final_placement.png
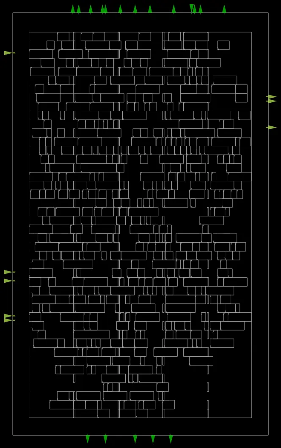
cell_classes.png
Scale bar: 20 microns. Fill, decap, tap and diode cells in gray.
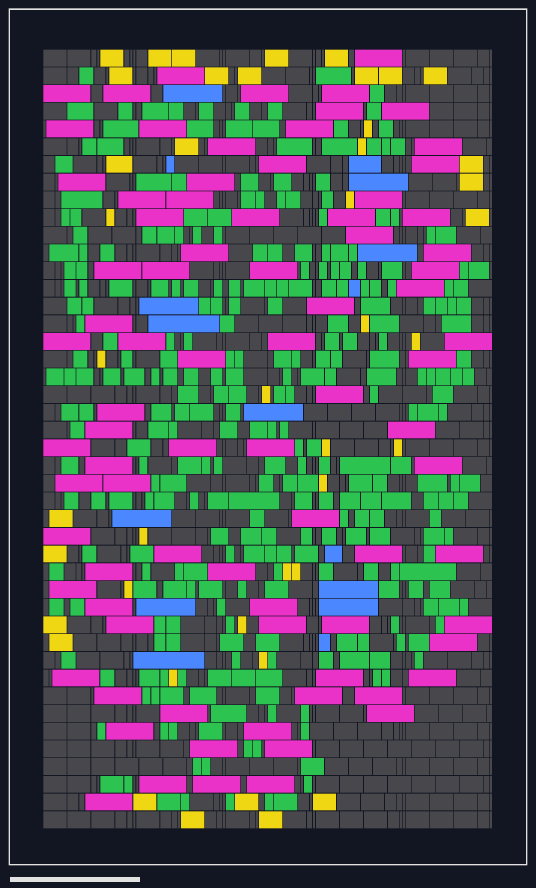
--- src/rtl/keypad_pkg.sv ---
// -----------------------------------------------------------------------------
// keypad_pkg
// Shared constants and types for the 4x4 matrix keypad scanner.
//   KP_ROWS / KP_COLS / KP_KEYS : matrix geometry
//   key_idx_t                   : 4-bit key index, {row[1:0], col[1:0]}
//   key_vec_t                   : 16-bit key vector, bit r*4+c = row r, col c
//   lowest_set()                : index of the lowest set bit of a key vector
// -----------------------------------------------------------------------------
package keypad_pkg;

   localparam int KP_ROWS = 4;
   localparam int KP_COLS = 4;
   localparam int KP_KEYS = 16;

   typedef logic [3:0]         key_idx_t;
   typedef logic [KP_KEYS-1:0] key_vec_t;

   // Scans from the top so the last hit written is the lowest index.
   function automatic key_idx_t lowest_set(input key_vec_t v);
      key_idx_t idx;
      idx = '0;
      for (int i = KP_KEYS - 1; i >= 0; i--) begin
         if (v[i]) idx = key_idx_t'(i);
      end
      return idx;
   endfunction

endpackage

--- src/rtl/keypad_debounce.sv ---
// -----------------------------------------------------------------------------
// keypad_debounce
// Frame-level debouncer: a complete scan frame is accepted into key only after
// DEBOUNCE_N consecutive identical frames. Press and release share the rule.
// Optional new-press event output when KEYPAD_EVENT_EN is defined.
//   clk, rst_n   : clock, synchronous active-low reset
//   frame        : complete scan frame (valid when frame_end is high)
//   frame_end    : one-cycle strobe marking the last sample of a frame
//   key          : debounced key level vector
//   key_press    : (KEYPAD_EVENT_EN) one-cycle pulse on a new press
//   key_code     : (KEYPAD_EVENT_EN) index of lowest newly pressed key
// -----------------------------------------------------------------------------
module keypad_debounce
   import keypad_pkg::*;
#(
   parameter int DEBOUNCE_N = 3
) (
   input  logic     clk,
   input  logic     rst_n,
   input  key_vec_t frame,
   input  logic     frame_end,
   output key_vec_t key
`ifdef KEYPAD_EVENT_EN
   ,
   output logic     key_press,
   output key_idx_t key_code
`endif
);

   localparam logic [3:0] CNT_MAX = 4'd15;
   localparam logic [3:0] DB_N    = 4'(DEBOUNCE_N);

   key_vec_t    last_frame_q, last_frame_d;
   logic [3:0]  stable_cnt_q, stable_cnt_d;
   key_vec_t    key_q, key_d;

   always_comb begin
      last_frame_d = last_frame_q;
      stable_cnt_d = stable_cnt_q;
      key_d        = key_q;
      if (frame_end) begin
         if (frame == last_frame_q) begin
            stable_cnt_d = (stable_cnt_q == CNT_MAX) ? CNT_MAX : stable_cnt_q + 4'd1;
         end else begin
            stable_cnt_d = 4'd1;
         end
         last_frame_d = frame;
         if (stable_cnt_d >= DB_N) key_d = frame;
      end
   end

   always_ff @(posedge clk) begin
      if (!rst_n) begin
         last_frame_q <= '0;
         stable_cnt_q <= '0;
         key_q        <= '0;
      end else begin
         last_frame_q <= last_frame_d;
         stable_cnt_q <= stable_cnt_d;
         key_q        <= key_d;
      end
   end

   assign key = key_q;

`ifdef KEYPAD_EVENT_EN
   key_vec_t new_bits;
   logic     key_press_q, key_press_d;
   key_idx_t key_code_q, key_code_d;

   // Only 0->1 transitions of the debounced vector count as a new press;
   // registering alongside key_q keeps the pulse coincident with the update.
   always_comb begin
      new_bits    = key_d & ~key_q;
      key_press_d = |new_bits;
      key_code_d  = key_code_q;
      if (|new_bits) key_code_d = lowest_set(new_bits);
   end

   always_ff @(posedge clk) begin
      if (!rst_n) begin
         key_press_q <= 1'b0;
         key_code_q  <= '0;
      end else begin
         key_press_q <= key_press_d;
         key_code_q  <= key_code_d;
      end
   end

   assign key_press = key_press_q;
   assign key_code  = key_code_q;
`endif

endmodule

--- src/rtl/keypad_scan.sv ---
// -----------------------------------------------------------------------------
// keypad_scan
// 4x4 matrix keypad scanner. Drives one column low at a time for SCAN_DIV
// cycles, samples the synchronised rows at the end of each column slot and
// hands complete frames to keypad_debounce.
// Optional macro: KEYPAD_EVENT_EN adds key_press / key_code outputs.
//   clk      : system clock, rising edge
//   rst_n    : synchronous active-low reset
//   row_in   : keypad rows, active-low, asynchronous to clk
//   col_out  : column drive, active-low, one-hot-low
//   key      : debounced key levels, bit r*4+c
//   key_press: (KEYPAD_EVENT_EN) one-cycle new-press pulse
//   key_code : (KEYPAD_EVENT_EN) index of the newly pressed key
// -----------------------------------------------------------------------------
module keypad_scan
   import keypad_pkg::*;
#(
   parameter int SCAN_DIV   = 50_000,
   parameter int DEBOUNCE_N = 3
) (
   input  logic       clk,
   input  logic       rst_n,
   input  logic [3:0] row_in,
   output logic [3:0] col_out,
   output logic [15:0] key
`ifdef KEYPAD_EVENT_EN
   ,
   output logic       key_press,
   output logic [3:0] key_code
`endif
);

   localparam int                CNT_W     = (SCAN_DIV > 1) ? $clog2(SCAN_DIV) : 1;
   localparam logic [CNT_W-1:0]  SLOT_LAST = CNT_W'(SCAN_DIV - 1);

   logic [3:0]       row_meta_q, row_meta_d;
   logic [3:0]       row_sync_q, row_sync_d;
   logic [CNT_W-1:0] slot_q, slot_d;
   logic [1:0]       col_idx_q, col_idx_d;
   logic [3:0]       col_out_q, col_out_d;
   key_vec_t         frame_q, frame_d;
   logic             wrap;
   logic             frame_end;

   always_comb begin
      row_meta_d = row_in;
      row_sync_d = row_meta_q;

      wrap      = (slot_q == SLOT_LAST);
      frame_end = wrap && (col_idx_q == 2'd3);

      slot_d    = wrap ? '0 : slot_q + CNT_W'(1);
      col_idx_d = wrap ? col_idx_q + 2'd1 : col_idx_q;
      col_out_d = ~(4'b0001 << col_idx_d);

      // Sampling on the last slot cycle leaves SCAN_DIV-3 cycles for the
      // column drive to reach the rows and cross the synchroniser.
      frame_d = frame_q;
      if (wrap) begin
         for (int r = 0; r < KP_ROWS; r++) begin
            frame_d[{2'(r), col_idx_q}] = ~row_sync_q[r];
         end
      end
   end

   always_ff @(posedge clk) begin
      if (!rst_n) begin
         row_meta_q <= 4'hF;
         row_sync_q <= 4'hF;
         slot_q     <= '0;
         col_idx_q  <= 2'd0;
         col_out_q  <= 4'b1110;
         frame_q    <= '0;
      end else begin
         row_meta_q <= row_meta_d;
         row_sync_q <= row_sync_d;
         slot_q     <= slot_d;
         col_idx_q  <= col_idx_d;
         col_out_q  <= col_out_d;
         frame_q    <= frame_d;
      end
   end

   assign col_out = col_out_q;

   // frame_d already carries the column-3 sample taken this cycle, so the
   // debouncer sees the complete frame on the frame_end strobe.
   keypad_debounce #(
      .DEBOUNCE_N (DEBOUNCE_N)
   ) u_debounce (
      .clk       (clk),
      .rst_n     (rst_n),
      .frame     (frame_d),
      .frame_end (frame_end),
      .key       (key)
`ifdef KEYPAD_EVENT_EN
      ,
      .key_press (key_press),
      .key_code  (key_code)
`endif
   );

endmodule

--- config.mk ---
export PLATFORM = sky130hd
export DESIGN_NAME = keypad_scan
export DESIGN_NICKNAME = d
export VERILOG_FILES = /design/src/rtl/keypad_pkg.sv /design/src/rtl/keypad_debounce.sv /design/src/rtl/keypad_scan.sv
export SDC_FILE = /design/constraint.sdc
export NUM_CORES = 1
export LEC_CHECK = 0
export CORE_ASPECT_RATIO = 1.75
export CORE_MARGIN = 5
export CORE_UTILIZATION = 45
export DETAILED_ROUTE_END_ITERATION = 10
export GPL_TIMING_DRIVEN = 0
export SYNTH_ARGS = -nofsm -noshare
export SYNTH_HDL_FRONTEND = slang
export SYNTH_SLANG_ARGS = --single-unit
--- constraint.sdc ---
create_clock -name clk -period 5.1 [get_ports clk]
set_input_delay 0.765 -clock clk [delete_from_list [all_inputs] [get_ports clk]]
set_output_delay 0.765 -clock clk [all_outputs]
set_load 0.005 [all_outputs]
==> impl_metrics.toml <==
# synthesis and place-and-route metrics
[outcome]
outcome = "finished, final reports clean"

[logic_synthesis]
syn_area_per_cell_sq_um = 9.32
yosys.cell_types.count = 52
edf_count = 0
synth_flops = 82
topCellsByArea = "dfxtp_1 44%, nand2_1 4.6%, o211a_1 4.2%, nand2b_1 3.5%, and2_1 3.3%"
synth_seq_share_pct = 43.5
yosysTopAreaCellShare_pct = 43.5
yosys_warnings = 0
ys_sh_simple_pct = 25.8
async_reset_ff_share_pct = 0
syn_inst = 405
synth-main-ff-cell = "dfxtp_1"
top_cells_by_count = "82 x dfxtp_1, 46 x nand2_1, 28 x nor2_1"
ys_sh_xor_pct = 4.18
ys_sh_adder_pct = 1.99
ys_sh_aoi_pct = 13.0
yosysMostFrequentCell = "dfxtp_1"
top_logic_kind = "simple AND/OR/NAND/NOR gates"
ys_sh_mux_pct = 7.73
yosysCellCount = 405
synth_nets = 417
top_area_cell = "dfxtp_1"
syn-cell-area_sq_um = 3770
ys_area_sq_um = 3770

[worst_setup_path]
cp-start-kind = "flop"
crit_path_end = "u_debounce.key[9]"
crit_family = "simple AND/OR/NAND/NOR gates"
cp_common_cell = "mux2_4"
cp_data_arrival_time_ns = 3.87
critical_path.cell_chain = "inv_1, ha_1, clkbuf_1, and4_1, nand4_4, mux2_4, a221o_1, nor4_4, nand3_4, buf_6, mux2_4"
r2r_cells = 11
reg2reg_slack_ns = 1.46
worstPathRequired_ns = 5.32
cp-end-kind = "flop"
path_class = "flop to flop"
crit_cells = 11
r2r_start = "col_idx_q[1]"
worstReg2RegEnd = "u_debounce.key[9]"
slowest_delay_ns = 0.58
crit_fanout = 10
crit_buf_inv = 3
crit_slowest_cell = "nor4_4"
cp-startpoint = "col_idx_q[1]"

[final_timing]
finalHoldViolCount = 0
period_used_pct = 71.4
setup_viol = 0
fmax_mhz = 274
whs_ns = 0.405
rsz0062_at_grt = "no"
finClkSkew_ns = 0.00360
fin_setup_tns_ns = 0
min_period_ns = 3.64
worst_slack_ns = 1.46
tightest_slew_ns = 0.567
slew_violations = 0
slew_headroom_pct = 61.9

[route]
drtAntennaViolNets = 0
drcViolationCount = 0
via_per_inst = 5.47
avgRoutedWirePerCell_microns = 16.0
drt_iter0_drc = 144
dr_total_vias = 2936
wirelength_mm = 8.62
drtPass1Iterations = 4

[grt]
grt_antenna_before_repair = 0
grt_max_degree = 14
grt_pass1_wl_mm = 14.3
grt_usage_pct = 17.6
grt_overflow = 0
grt_pass1_vias = 3036

[clock_tree]
clkLatencyLatePin_ns = 0.33
tritoncts = "built"
cts_buffers = 9
hold_buffers = 0
clock_tree.buffer_depth = 2
cts_resized = 0
cts_setup_buffers = 0
cts_root_buffer = "clkbuf_16"
cts_sinks = 82
cts_max_level = 3
cts.clk_slew.worst_paths_ns = 0.06

[placed_design]
finalWeightedCongestion = 0.836
dp_cells = 521
io_buffers = 24
hpwl_mm = 6.43
place_ws_ns = 1.44
post_dp_cell_area_sq_um = 4130

[floorplanning]
fp_util_pct = 45.7
die-area_sq_um = 10400
die_y_microns = 131
die_x_microns = 79.2
pin_count = 26

[run]
drv_cap = 0
warnings = 29

[finish]
fin_nets = 452
drive_gt1_share_pct = 8.76
areaGrowthSynthToFinish_pct = 17.9
n_antenna_cell = 0
fillers = 788

[power_and_ir_drop]
p_per_area_nw_per_um2 = 308
power_leakage_nw = 1.96
p_total_mw = 1.37
peakVddDrop_mv = 0.237

[worst_hold_path]
hold_start = "row_meta_q[0]"
worst_hold_path_type = "flop to flop"
holdPathStages = 1
hold_end = "row_sync_q[0]"
Notes on final_placement.png above:
core region area: 8260 sq um
Non-Filler Instances: 537
Final Util: 53.9%

Notes on cell_classes.png above:
Key: magenta = flops [cells 82, share of their area 38%]; yellow = other buffers and delay cells [cells 43, share of their area 7.4%]; blue = clock drivers and dummy loads [cells 16, share of their area 7.4%]; green = all other logic [cells 304, share of their area 47%]
Final Instance Area: 4450 sq um
fraction of area in registers: 36.9%
Rows: 44

metal layers:
metal  GRT usage (%)  wire, microns  share of wire (%)
met1            17.7           3330                 39
met5               0              0                  0
met4            9.56            334                3.9
met3            3.01            200                2.3
met2            32.9           4750                 55
flip-flops by register name (all words and copies together), names as in the netlist:
name and cells:
col_out 4, u_debounce.stable_cnt_q 4, slot_q 16, row_sync_q 4
col_idx_q 2, row_meta_q 4, u_debounce.key 16, frame_q 16
u_debounce.last_frame_q 16
kinds of logic after synthesis:
kind of cell	count (synthesis)
multiplexers	25
flip-flops	82
adder cells (fa/ha/maj)	6
AND-OR/OR-AND	66
buffers and inverters	36
AND/OR/NAND/NOR	172
XOR/XNOR	18
power by group:
part / switching [mW] / leakage (nW) / internal (mW) / total (mW)
clock network: 0.251 / 0.156 / 0.440 / 0.691
logic: 0.0181 / 1.14 / 0.0115 / 0.0297
registers: 0.00292 / 0.663 / 0.645 / 0.648
total: 0.272 / 1.96 / 1.10 / 1.37
cells in the final DEF (no fill, tap or decap), types with 3 or more instances in the layout:
master,instances
a21boi_0,7
a21oi_1,16
a31oi_1,3
and2_1,20
and3_1,10
and4_1,5
clkbuf_1,17
clkbuf_16,9
clkdlybuf4s50_1,24
dfxtp_1,82
ha_1,6
inv_1,17
mux2_2,8
mux2_4,6
mux2i_1,10
nand2_1,46
nand2b_1,21
nand3_1,9
nand4_1,8
nor2_1,28
nor2b_1,6
nor3_1,3
o211a_1,16
o21a_1,4
o21ai_0,5
xnor2_1,9
xor2_1,9
layout make-up:
cell class	instances	area (sq um)	area share (%)
inverter	17	63.8	1.43
clock inverter	5	77.6	1.74
multi-input combinational	287	1990	44.7
buffer	19	78.8	1.77
sequential	82	1640	36.9
clock buffer	11	243	5.46
timing repair buffer	24	240	5.40
tap	92	115	2.59
Power figures rest on the tool's default switching activity, not on a simulated workload.
